Fig. 1: run 1, floorplan with the power grid
(3 px per µm) Pins as bars on the die edge.
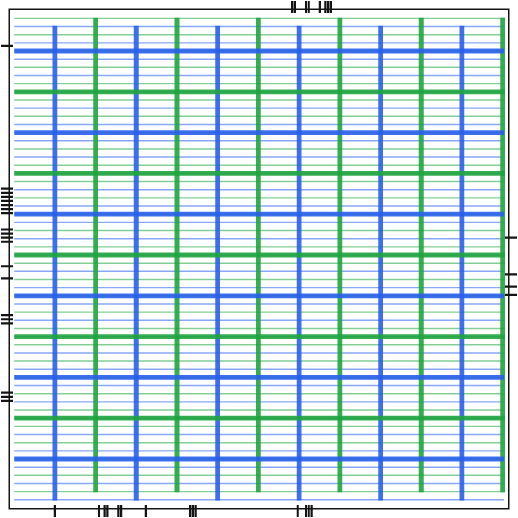
Fig. 2: run 1, placement view
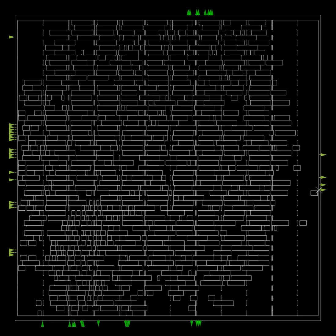
Fig. 3: run 1, cell sizes after repair
(1.5 px per µm)
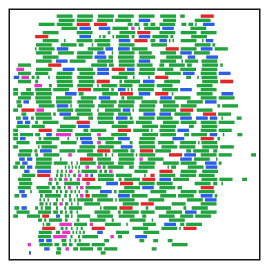
Fig. 4: run 1, a small window of the routed layout
Region (58, 91) to (108, 141) µm. Cells in gray, sequential cells in the stronger gray; small squares are vias.
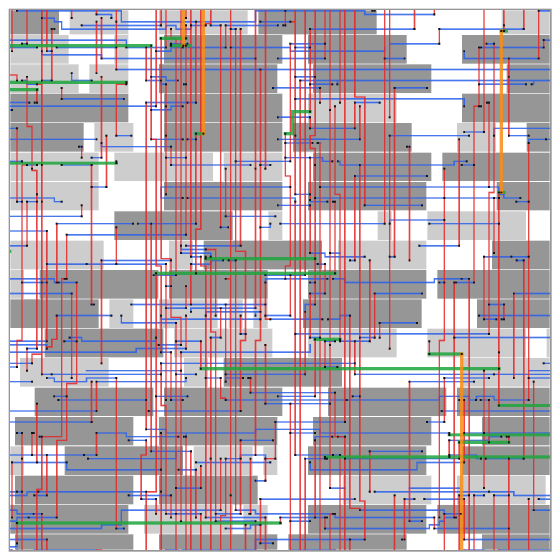
<file path="src/rtl/memory_ctrl_if.sv">
// Command/response bundle for memory_ctrl.
// The master issues commands; the slave answers with done/err/rd_data.
interface memory_ctrl_if #(
  parameter int DATA_W = 16,
  parameter int ADDR_W = 4
);
  logic              cmd_valid;
  logic              cmd_ready;
  logic [2:0]        cmd_op;
  logic [ADDR_W-1:0] cmd_addr;
  logic [DATA_W-1:0] cmd_wdata;
  logic [DATA_W-1:0] rd_data;
  logic              done;
  logic              err;
  logic              busy;

  modport master (
    output cmd_valid, cmd_op, cmd_addr, cmd_wdata,
    input  cmd_ready, rd_data, done, err, busy
  );

  modport slave (
    input  cmd_valid, cmd_op, cmd_addr, cmd_wdata,
    output cmd_ready, rd_data, done, err, busy
  );
endinterface

</file>
<file path="src/rtl/memory_ctrl.sv">
// Single-port RAM controller: read/write plus multi-cycle clear/fill sweeps.
// One command in flight; completion reported by a registered done/err pulse.
module memory_ctrl #(
  parameter int DATA_W = 16,
  parameter int ADDR_W = 4,
  parameter int DEPTH  = 16
) (
  input logic clk,
  input logic rst_n,
  memory_ctrl_if.slave bus
);
  localparam logic [2:0] S_IDLE   = 3'd0;
  localparam logic [2:0] S_DECODE = 3'd1;
  localparam logic [2:0] S_EXEC   = 3'd2;
  localparam logic [2:0] S_SWEEP  = 3'd3;
  localparam logic [2:0] S_RESP   = 3'd4;

  localparam logic [2:0] OP_READ  = 3'd1;
  localparam logic [2:0] OP_WRITE = 3'd2;
  localparam logic [2:0] OP_CLEAR = 3'd3;
  localparam logic [2:0] OP_FILL  = 3'd4;

  localparam logic [ADDR_W-1:0] LAST = ADDR_W'(DEPTH - 1);

  logic [2:0]        state, nxt;
  logic [2:0]        op_q;
  logic [ADDR_W-1:0] addr_q;
  logic [DATA_W-1:0] wdata_q;
  logic [ADDR_W-1:0] cnt;
  logic              err_pend;
  logic [DATA_W-1:0] rd_q;
  logic              done_q;
  logic              err_q;
  logic              busy_q;

  logic [DATA_W-1:0] mem [DEPTH] = '{default: '0};

  logic is_rw, is_sw, dec_err, accept;
  logic              we;
  logic [ADDR_W-1:0] wa;
  logic [DATA_W-1:0] wd;

  always_comb begin
    is_rw = 1'b0;
    is_sw = 1'b0;
    unique case (1'b1)
      (op_q == OP_READ),
      (op_q == OP_WRITE): is_rw = 1'b1;
      (op_q == OP_CLEAR),
      (op_q == OP_FILL):  is_sw = 1'b1;
      default:            ;
    endcase
  end

  assign dec_err = !(is_rw || is_sw)
                || (is_rw && 32'(addr_q) >= DEPTH);
  assign accept  = (state == S_IDLE) && bus.cmd_valid
                && (bus.cmd_op != 3'd0);

  always_comb begin
    nxt = state;
    unique case (state)
      S_IDLE:   if (accept) nxt = S_DECODE;
      S_DECODE: begin
        if (dec_err)    nxt = S_RESP;
        else if (is_rw) nxt = S_EXEC;
        else            nxt = S_SWEEP;
      end
      S_EXEC:   nxt = S_RESP;
      S_SWEEP:  if (cnt == LAST) nxt = S_RESP;
      S_RESP:   nxt = S_IDLE;
      default:  nxt = S_IDLE;
    endcase
  end

  always_ff @(posedge clk or negedge rst_n) begin
    if (!rst_n) begin
      state    <= S_IDLE;
      op_q     <= '0;
      addr_q   <= '0;
      wdata_q  <= '0;
      cnt      <= '0;
      err_pend <= 1'b0;
      rd_q     <= '0;
      done_q   <= 1'b0;
      err_q    <= 1'b0;
      busy_q   <= 1'b0;
    end else begin
      state  <= nxt;
      busy_q <= (nxt != S_IDLE);
      done_q <= (nxt == S_RESP);
      err_q  <= (nxt == S_RESP)
             && (err_pend || (state == S_DECODE && dec_err));
      if (accept) begin
        op_q    <= bus.cmd_op;
        addr_q  <= bus.cmd_addr;
        wdata_q <= bus.cmd_wdata;
      end
      if (state == S_DECODE) begin
        cnt      <= '0;
        err_pend <= dec_err;
      end
      if (state == S_SWEEP && cnt != LAST)
        cnt <= cnt + 1'b1;
      if (state == S_EXEC && op_q == OP_READ)
        rd_q <= mem[addr_q];
      if (state == S_RESP)
        err_pend <= 1'b0;
    end
  end

  // Storage has no reset: an interrupted sweep leaves it partially written.
  assign we = (state == S_SWEEP)
           || (state == S_EXEC && op_q == OP_WRITE);
  assign wa = (state == S_SWEEP) ? cnt : addr_q;
  assign wd = (state == S_SWEEP && op_q == OP_CLEAR) ? '0 : wdata_q;

  always_ff @(posedge clk) begin
    if (we) mem[wa] <= wd;
  end

  assign bus.cmd_ready = (state == S_IDLE);
  assign bus.busy      = busy_q;
  assign bus.done      = done_q;
  assign bus.err       = err_q;
  assign bus.rd_data   = rd_q;
endmodule

</file>
<file path="src/flat_wrapper.sv">
// flat-port wrapper written by rule: the top's interface ports become plain ports
module memory_ctrl_flat 
#(
  parameter int DATA_W = 16,
  parameter int ADDR_W = 4,
  parameter int DEPTH  = 16
)
  (clk, rst_n, bus_cmd_valid, bus_cmd_op, bus_cmd_addr, bus_cmd_wdata, bus_cmd_ready, bus_rd_data, bus_done, bus_err, bus_busy);
  memory_ctrl_if #(.DATA_W(DATA_W), .ADDR_W(ADDR_W)) bus_i ();
  input logic clk;
  input logic rst_n;
  input wire logic [$bits(bus_i.cmd_valid)-1:0] bus_cmd_valid;
  input wire logic [$bits(bus_i.cmd_op)-1:0] bus_cmd_op;
  input wire logic [$bits(bus_i.cmd_addr)-1:0] bus_cmd_addr;
  input wire logic [$bits(bus_i.cmd_wdata)-1:0] bus_cmd_wdata;
  output wire logic [$bits(bus_i.cmd_ready)-1:0] bus_cmd_ready;
  output wire logic [$bits(bus_i.rd_data)-1:0] bus_rd_data;
  output wire logic [$bits(bus_i.done)-1:0] bus_done;
  output wire logic [$bits(bus_i.err)-1:0] bus_err;
  output wire logic [$bits(bus_i.busy)-1:0] bus_busy;
  assign bus_i.cmd_valid = bus_cmd_valid;
  assign bus_i.cmd_op = bus_cmd_op;
  assign bus_i.cmd_addr = bus_cmd_addr;
  assign bus_i.cmd_wdata = bus_cmd_wdata;
  assign bus_cmd_ready = bus_i.cmd_ready;
  assign bus_rd_data = bus_i.rd_data;
  assign bus_done = bus_i.done;
  assign bus_err = bus_i.err;
  assign bus_busy = bus_i.busy;
  memory_ctrl #(.DATA_W(DATA_W), .ADDR_W(ADDR_W), .DEPTH(DEPTH)) u_core (.clk(clk), .rst_n(rst_n), .bus(bus_i));
endmodule
</file>
<file path="config.mk">
export PLATFORM = sky130hd
export DESIGN_NAME = memory_ctrl_flat
export DESIGN_NICKNAME = d
export VERILOG_FILES = /design/src/rtl/memory_ctrl_if.sv /design/src/rtl/memory_ctrl.sv /design/src/flat_wrapper.sv
export SDC_FILE = /design/constraint.sdc
export NUM_CORES = 1
export LEC_CHECK = 0
export CELL_PAD_IN_SITES_DETAIL_PLACEMENT = 1
export CELL_PAD_IN_SITES_GLOBAL_PLACEMENT = 1
export CORE_MARGIN = 1
export CORE_UTILIZATION = 45
export CTS_CLUSTER_SIZE = 10
export DETAILED_ROUTE_END_ITERATION = 10
export HOLD_SLACK_MARGIN = 0.1
export PLACE_DENSITY = 0.75
export SYNTH_ARGS = -nofsm -noshare
export SYNTH_HDL_FRONTEND = slang
export SYNTH_SLANG_ARGS = --single-unit
</file>
<file path="constraint.sdc">
create_clock -name clk -period 5.38 [get_ports clk]
set_clock_uncertainty 0.05 [all_clocks]
set_input_delay 0.538 -clock clk [delete_from_list [all_inputs] [get_ports clk]]
set_output_delay 0.538 -clock clk [all_outputs]
set_load 0.05 [all_outputs]
</file>
==> flow_summary.toml, run 1 <==
# implementation run metrics
[pwr]
p_comb_share_pct = 29.1
p_int_mw = 5.32
maxPowerGroup = "sequential cells"
powerComb_mw = 2.26

[route]
vias_per_cell = 5.91
initialDrtViolationCount = 533
drc_errors = 1
wl_per_cell_um = 26.8
ant_nets = 0
wl_met2_um = 14100

[final_layout]
design_area_um2 = 13900
lay_top_count = "edfxtp_1"
nets = 700
area_delta_synth_final_pct = 15.2
nClkBuffers = 62
largest_reg_flops = 256
dominant_cells = "flip-flops and latches"
n_all_inverters = 5
comb_area_share_pct = 20.7

[run_status]
status = "finished with violations"
violations = "design-rule violations"

[clocking]
postCtsHoldBufs = 0
cts_tree = "built"
root_buffer = "clkbuf_16"
ctsResizeCount = 0
cts_buffers = 36
htree_num_levels = 2
clk_pin_slew_ns = 0.06

[logic_synthesis]
top_cell_area_share_pct = 63.5
synth.avg_cell_area_um2 = 20.1
numSynthFlops = 306
yosys_warnings = 0
yosys-top-cells-count = "256 x edfxtp_1, 58 x mux4_2, 50 x dfrtp_1, 39 x nor2_1"
synth-main-ff-cell = "edfxtp_1"
synth_cell_type_count = 46
topCellsByArea = "edfxtp_1 64%, mux4_2 11%, dfrtp_1 10%"
synthArstFlopShare_pct = 16.3
syn-cell-area_um2 = 12100

[placed_design]
preCtsSetupSlack_ns = 2.47
gp_congestion = 0.766
port_buffers = 45

[run]
cap_violations = 0
openroad.warnings = 26

[global_route]
grt_pass1_wl_um = 41800
grt.busiest_layer = "met2"
grtUsageTotal_pct = 20.7
grt_pass1_vias = 6562
antenna_found_initial = 0

[critical_path]
path_max_fanout = 34
worst-path-buf-inv = 2
cp-start-kind = "flop"
slowest_delay_ns = 0.68
path_class = "reg -> reg"
critPathLaunch = "u_core.state[2]$_DFF_PN0_"
path_delay_family = "simple AND/OR/NAND/NOR gates"

[sta]
slew_headroom_pct = 21.0
fin_crit_ns = 2.91
post-route-period-util_pct = 54.1
final-setup-viol-count = 0
fmax_ghz = 0.343

[floorplanning]
num_io_pins = 46
core.rowCount = 59
-- Fig. 1 (at the start) --
color	net
blue	VSS
green	VDD
signal pins	46
met4 straps	12
Core Area: 26200 µm²
DIE WIDTH: 166 µm
Die Span Y: 166 µm

-- Fig. 2 (at the start) --
Seq cells: 306
Finished Core Util: 53.2%
Fillers: 2298
flop share of the area: 64.2%
Layout Cells excl Fill: 1034

-- Fig. 3 (at the start) --
color	size	cells
magenta	_3 and _4 cells	31
green	_0 and _1 cells	537
blue	_2 cells	91
red	_6 and larger	40
Non-CTS buffers: 68
final setup margin: 2.47 ns

-- Fig. 4 (at the start) --
color	layer
blue	metal 1
green	metal 3
red	metal 2
orange	metal 4
netlist names of flops here include	u_core.mem (44), u_core.bus.rd_data (3)
cells with their middle in the window	84
sequential cells in the window	47
most frequent	edfxtp_1 (44), mux4_2 (12)

==> run 1: logic make-up after synthesis <==
group           share of synthesized area, %
mux                                     15.6
buf+inv                                 2.26
fa+ha+maj                              0.103
flops                                   73.9
xor+xnor                               0.145
simple gates                            4.16
compound gates                          3.87
==> run 1: final timing paths <==
check	endpoint	slack, ns
max in group asynchronous	u_core.addr_q[0]$_DFFE_PN0P_	4.57
hold reg to reg	u_core.wdata_q[4]$_DFFE_PN0P_	0.45
min in group clk	u_core.wdata_q[4]$_DFFE_PN0P_	0.45
hold / removal	u_core.op_q[2]$_DFFE_PN0P_	0.13
setup reg to reg	u_core.bus.rd_data[15]$_DFFE_PN0P_	2.47
setup / recovery	u_core.bus.rd_data[15]$_DFFE_PN0P_	2.47
--- run 2 (diff from run 1) ---
==> constraint.sdc (replaced) <==
create_clock -name clk -period 2.7 [get_ports clk]
set_clock_uncertainty 0.05 [all_clocks]
set_input_delay 0.27 -clock clk [delete_from_list [all_inputs] [get_ports clk]]
set_output_delay 0.27 -clock clk [all_outputs]
set_load 0.05 [all_outputs]
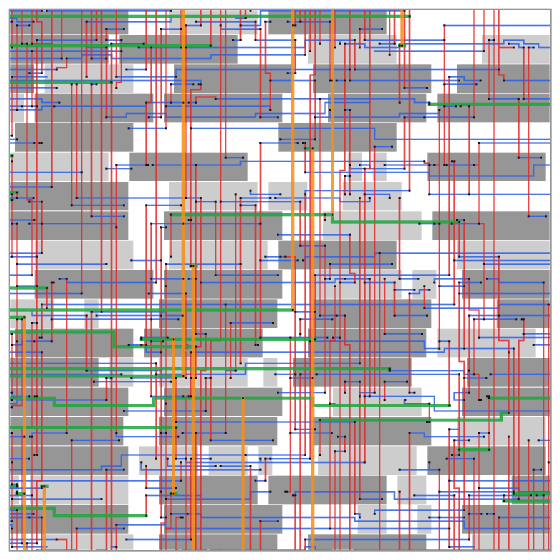
Fig. 5. A small window of the routed layout (run 2).
Region (58, 91) to (108, 141) µm. Cells in gray, sequential cells in the stronger gray; small squares are vias.
color	layer
orange	metal 4
green	metal 3
red	metal 2
blue	metal 1
sequential cells in the window	46
most frequent	edfxtp_1 (43), mux4_2 (11), clkbuf_16 (8)
netlist names of flops here include	u_core.mem (43), u_core.bus.rd_data (3)
cells with their middle in the window	80

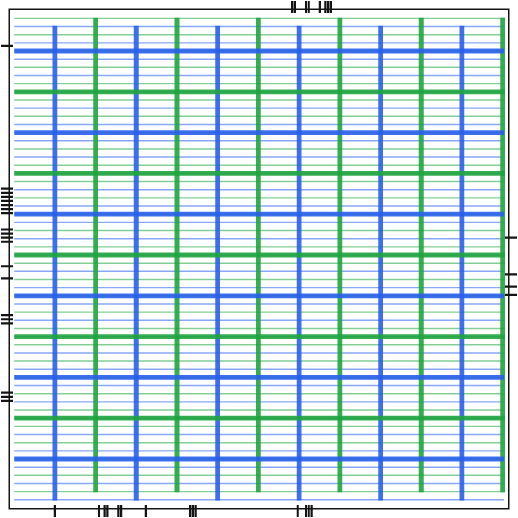
Fig. 6. Floorplan with the power grid (run 2).
(3 px per µm) Pins as bars on the die edge.
color	net
blue	VSS
green	VDD
signal pins	46
rows	59
Peak supply drop: 0.616 mV

==> run 2 against run 1 <==
Effect of this change:
- the run still ends with design-rule violations left
- critical path depth is 4 lower
- via count up 4.0%
- first-iteration DRC count shrank 6.6%
- area after synthesis is the same
- global-route usage increased by 1.8 points
- sequential power up 100%
- core utilization is 1.5 points higher
- die area did not move
- non-clock buffer count grew 39
- wire length is 7.0% higher
- largest cell class unchanged
==> flow_summary.toml, run 2 <==
# implementation run metrics
[run_status]
status = "finished with violations"
violations = "design-rule violations"

[sta]
maxSlewViolCount = 0
final.setup.tns_ns = 0
whs_ns = 0.259
slew_headroom_pct = 60.1
final_hold_viol_count = 0
final-setup-viol-count = 0
post-route-period-util_pct = 91.4
rsz0062_at_grt = "no"
fin_crit_ns = 2.47
worst_pin_slew_ns = 0.598
fmax_ghz = 0.405

[clocking]
root_buffer = "clkbuf_16"
htree_num_levels = 2
cts_buffers = 36
cts_sinks = 306
clk_pin_slew_ns = 0.06
postCtsHoldBufs = 1
clockBufferDepth = 3
post_cts_buffers = 0
cts_tree = "built"
ctsResizeCount = 0

[pwr]
power_density_nw_per_um2 = 1110
p_sw_mw = 5.00
pg_clk_mw = 4.39
pg_seq_mw = 6.67
p_comb_share_pct = 30.3
swShare_pct = 31.5
p_leak_nw = 4.93
powerComb_mw = 4.80
maxPowerGroup = "sequential cells"
p_clk_share_pct = 27.7
p_int_mw = 10.9
seqPwrFrac_pct = 42.1

[floorplanning]
die_area_um2 = 27600
num_io_pins = 46
core.rowCount = 59
die-width_um = 166
fp_util_pct = 46.2
die_y_um = 166
core_um2 = 26200

[global_route]
grt-ovfl-total = 0
grt_pass1_vias = 7038
gr-usage-met3_pct = 4.24
grt.busiest_layer = "met2"
grt_max_degree = 34
antenna_found_initial = 0
grtUsageTotal_pct = 22.5
grt_pass1_wl_um = 44600

[logic_synthesis]
yosys-mux-area-fraction_pct = 15.6
synthXorXnorAreaFrac_pct = 0.145
synth-main-ff-cell = "edfxtp_1"
yosysCellCount = 602
syn-cell-area_um2 = 12100
post_synth_ao_oa_area_fraction_pct = 3.87
netlist_logic_family_top = "multiplexers"
numSynthFlops = 306
synth.avg_cell_area_um2 = 20.1
synthArstFlopShare_pct = 16.3
ys_area_um2 = 12100
topCellsByArea = "edfxtp_1 64%, mux4_2 11%, dfrtp_1 10%"
adder_share_pct = 0.103
yosysMostFrequentCell = "edfxtp_1"
synth_cell_type_count = 46
top_cell_area_share_pct = 63.5
simple_gate_share_pct = 4.16
synth_nets = 629
synth-edff-count = 256
yosys-top-cells-count = "256 x edfxtp_1, 58 x mux4_2, 50 x dfrtp_1, 39 x nor2_1"
yosys_warnings = 0

[critical_path]
path_class = "reg -> out"
reg2reg_slack_ns = 0.35
critPathLaunch = "u_core.state[2]$_DFF_PN0_"
path_max_fanout = 12
slowest_delay_ns = 0.84
reg2reg_from = "u_core.state[2]$_DFF_PN0_"
arrival_ns = 2.15
path_depth = 2
worst-path-buf-inv = 1
path_cells = "nor3_4 > clkdlybuf4s50_1"
cp-start-kind = "flop"
path_delay_family = "buffers and inverters"
reg2regPathDepth = 5
endpoint_kind = "output port"
required_ns = 2.38
critical_path.endpoint = "bus_cmd_ready"
reg2reg_to = "u_core.mem[8][3]$_DFFE_PP_"

[final_layout]
final_layout_top_logic_cells = "256 x edfxtp_1, 58 x mux4_2, 54 x buf_4, 48 x dfrtp_1, 44 x clkdlybuf4s50_1"
regMostFlops = "u_core.mem"
layout.cells.non_filler = 1074
drive_above_1_share_pct = 26.9
nets = 739
lay_top_count = "edfxtp_1"
n_fill_cell = 2299
design_area_um2 = 14300
utilization_pct = 54.7
largest_reg_flops = 256

[route]
wl_met1_um = 11800
wl_met3_um = 2160
top_layer = "met4"
wl_met2_um = 14700
initialDrtViolationCount = 498
ant_nets = 0
wl_per_cell_um = 27.6
drc_errors = 1
dr.pass1.iters = 8
vias_per_cell = 5.92
routed_wl_um = 29600
vias = 6353

[run]
cap_violations = 0
openroad.warnings = 26

[placed_design]
gp_congestion = 0.795
preCtsSetupSlack_ns = 0.384
place_area_um2 = 13300
dp_cells = 1008
port_buffers = 45
hpwl_um = 18500

[worst_hold_path]
hold_path_class = "in -> async"
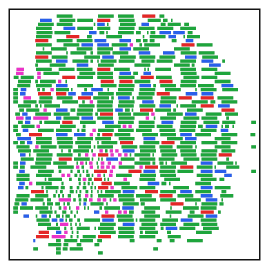
Fig. 7. Cell sizes after repair (run 2).
(1.5 px per µm)
color	size	cells
magenta	_3 and _4 cells	62
green	_0 and _1 cells	540
red	_6 and larger	46
blue	_2 cells	91
synth-to-layout area growth: 18.5%
final setup margin: 0.231 ns
Non-CTS buffers: 107

## run 2: cell counts after synthesis
No cell type changed its count.
## run 2: cell type report
| cell class | count | area [µm²] | share of cell area, % |
|---|---|---|---|
| Tap cell | 335 | 419 | 2.92 |
| Clock buffer | 63 | 1040 | 7.29 |
| Clock inverter | 2 | 20.0 | 0.140 |
| Sequential cell | 306 | 8940 | 62.4 |
| Inverter | 5 | 18.8 | 0.131 |
| Timing Repair Buffer | 107 | 1000 | 6.98 |
| Multi-Input combinational cell | 256 | 2890 | 20.2 |
## run 2: kinds of logic after synthesis
group / after synthesis
simple gates: 94
xor+xnor: 2
compound gates: 57
flops: 306
mux: 102
buf+inv: 40
fa+ha+maj: 1
--- run 3 (diff from run 2) ---
--- a/config.mk
+++ b/config.mk
@@ -11,6 +11,7 @@
 export CORE_UTILIZATION = 45
 export CTS_CLUSTER_SIZE = 10
 export DETAILED_ROUTE_END_ITERATION = 10
+export GPL_TIMING_DRIVEN = 0
 export HOLD_SLACK_MARGIN = 0.1
 export PLACE_DENSITY = 0.75
 export SYNTH_ARGS = -nofsm -noshare
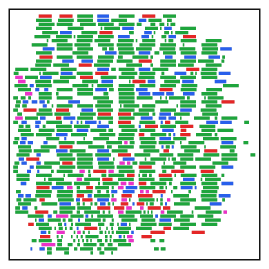
Fig. 8. Cell sizes after repair (run 3).
(1.5 px per µm)
color	size	cells
magenta	_3 and _4 cells	30
green	_0 and _1 cells	512
red	_6 and larger	62
blue	_2 cells	124
final setup margin: 0.0384 ns
design area: 14500 µm²

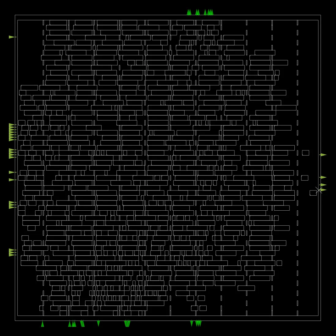
Fig. 9. Placement view (run 3).
number of core rows: 59
Finished Core Util: 55.2%
Layout Cells excl Fill: 1063
flop share of the area: 61.8%

==> run 3 against run 2 <==
Effect of this change:
- the flow still finishes with violations (design-rule violations)
- core utilization up 0.52 points
- non-clock buffer count down 9
- clock power down 1%
- global-route usage down 1.1 points
- critical path type is now reg -> reg
- highest routed layer unchanged
==> flow_summary.toml, run 3 <==
# implementation run metrics
[clocking]
cts_sinks = 306
htree_num_levels = 2
ctsResizeCount = 16
cts_buffers = 36
clk_pin_slew_ns = 0.05
postCtsHoldBufs = 1
post_cts_buffers = 4
cts_tree = "built"

[placed_design]
preCtsSetupSlack_ns = -0.300
place_area_um2 = 13200
hpwl_um = 18800
dp_cells = 992
port_buffers = 45

[critical_path]
slowest_delay_ns = 0.81
required_ns = 2.90
arrival_ns = 2.87
cp-start-kind = "flop"
path_cells = "buf_2 > buf_2 > clkbuf_4 > nor3b_1 > o21ai_1 > nor2_4 > buf_12"
reg2reg_slack_ns = 0.04
path_delay_family = "buffers and inverters"
worst-path-buf-inv = 4
path_max_fanout = 16
path_class = "reg -> reg"

[final_layout]
largest_reg_flops = 256
buffers_excl_clock = 98
flops = 306
nets = 730
n_all_inverters = 5
register_area_um2 = 8940
dominant_cells = "flip-flops and latches"
area_delta_synth_final_pct = 19.6
drive_above_1_share_pct = 29.7
regMostFlops = "u_core.mem"
logic_gates = 256
comb_area_share_pct = 21.1
clock_area_share_pct = 7.14
bufAreaShareNonClock_pct = 7.01
final_layout_top_logic_cells = "256 x edfxtp_1, 58 x mux4_2, 50 x dfrtp_1, 44 x clkdlybuf4s50_1, 37 x clkbuf_16"
lay_top_count = "edfxtp_1"

[route]
drc_errors = 1
top_layer = "met4"
wl_per_cell_um = 26.9
dr.pass1.iters = 8
ant_nets = 0
vias_per_cell = 5.88
wl_met3_um = 1350

[logic_synthesis]
topCellsByArea = "edfxtp_1 64%, mux4_2 11%, dfrtp_1 10%"
synthArstFlopShare_pct = 16.3
ys_area_um2 = 12100
yosysMostFrequentCell = "edfxtp_1"
synth_nets = 629
synth-main-ff-cell = "edfxtp_1"
numSynthFlops = 306
yosys-top-cells-count = "256 x edfxtp_1, 58 x mux4_2, 50 x dfrtp_1, 39 x nor2_1"
synthXorXnorAreaFrac_pct = 0.145
synth_cell_type_count = 46
synth-edff-count = 256
top_cell_area_share_pct = 63.5
yosysCellCount = 602
simple_gate_share_pct = 4.16
yosys-mux-area-fraction_pct = 15.6
netlist_logic_family_top = "multiplexers"
adder_share_pct = 0.103
synth.avg_cell_area_um2 = 20.1
syn-cell-area_um2 = 12100
yosys_warnings = 0
post_synth_ao_oa_area_fraction_pct = 3.87

[global_route]
gr-usage-met3_pct = 3.15
grt-ovfl-total = 0
grt_pass1_vias = 6877
grtUsageTotal_pct = 21.4
grt_pass1_wl_um = 43100
antenna_found_initial = 0
grt.busiest_layer = "met2"

[pwr]
pg_clk_mw = 4.33
seqPwrFrac_pct = 40.1
p_comb_share_pct = 33.0
p_clk_share_pct = 26.9
pg_seq_mw = 6.45
p_int_mw = 10.8
swShare_pct = 32.8
powerComb_mw = 5.30

[floorplanning]
die_area_um2 = 27600
num_io_pins = 46
die-width_um = 166
core_um2 = 26200
fp_util_pct = 46.2
die_y_um = 166

[sta]
final.setup.tns_ns = 0
maxSlewViolCount = 0
post-route-period-util_pct = 98.6
whs_ns = 0.219
final-setup-viol-count = 0
fin_crit_ns = 2.66
slew_headroom_pct = 14.9
rsz0062_at_grt = "no"
worst_pin_slew_ns = 1.27

[run]
cap_violations = 0
openroad.warnings = 27

[worst_hold_path]
hold_path_class = "in -> async"

[run_status]
violations = "design-rule violations"
status = "finished with violations"
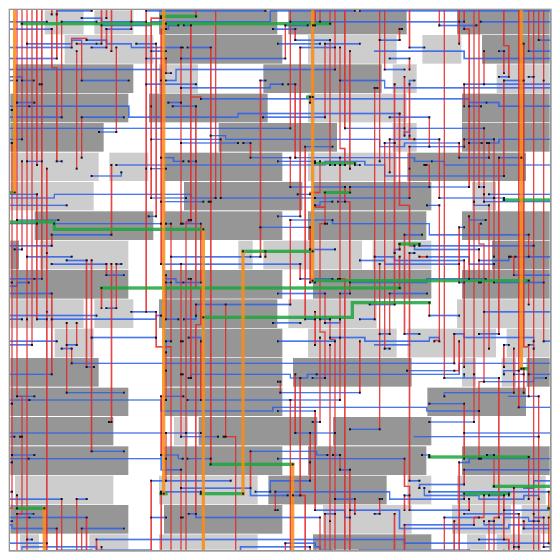
Fig. 10. A small window of the routed layout (run 3).
Region (58, 91) to (108, 141) µm. Cells in gray, sequential cells in the stronger gray; small squares are vias.
color	layer
red	metal 2
orange	metal 4
blue	metal 1
green	metal 3
cells with their middle in the window	85
netlist names of flops here include	u_core.mem (41), u_core.bus.rd_data (3)
most frequent	edfxtp_1 (41), mux4_2 (11)
sequential cells in the window	44

## run 3: cell counts after synthesis
No cell type changed its count.
## run 3: final timing paths
| check | depth (start not counted) | startpoint | end |
|---|---|---|---|
| setup / recovery | 7 | u_core.addr_q[1]$_DFFE_PN0P_ | u_core.mem[10][0]$_DFFE_PP_ |
| hold / removal | 2 | rst_n | u_core.addr_q[3]$_DFFE_PN0P_ |
| setup reg to reg | 7 | u_core.addr_q[1]$_DFFE_PN0P_ | u_core.mem[10][0]$_DFFE_PP_ |
| hold reg to reg | 1 | u_core.wdata_q[5]$_DFFE_PN0P_ | u_core.wdata_q[5]$_DFFE_PN0P_ |
| max in group asynchronous | 3 | rst_n | u_core.bus.rd_data[14]$_DFFE_PN0P_ |
| min in group clk | 2 | bus_cmd_addr[3] | u_core.addr_q[3]$_DFFE_PN0P_ |
Power is estimated from default activity; no workload was simulated.
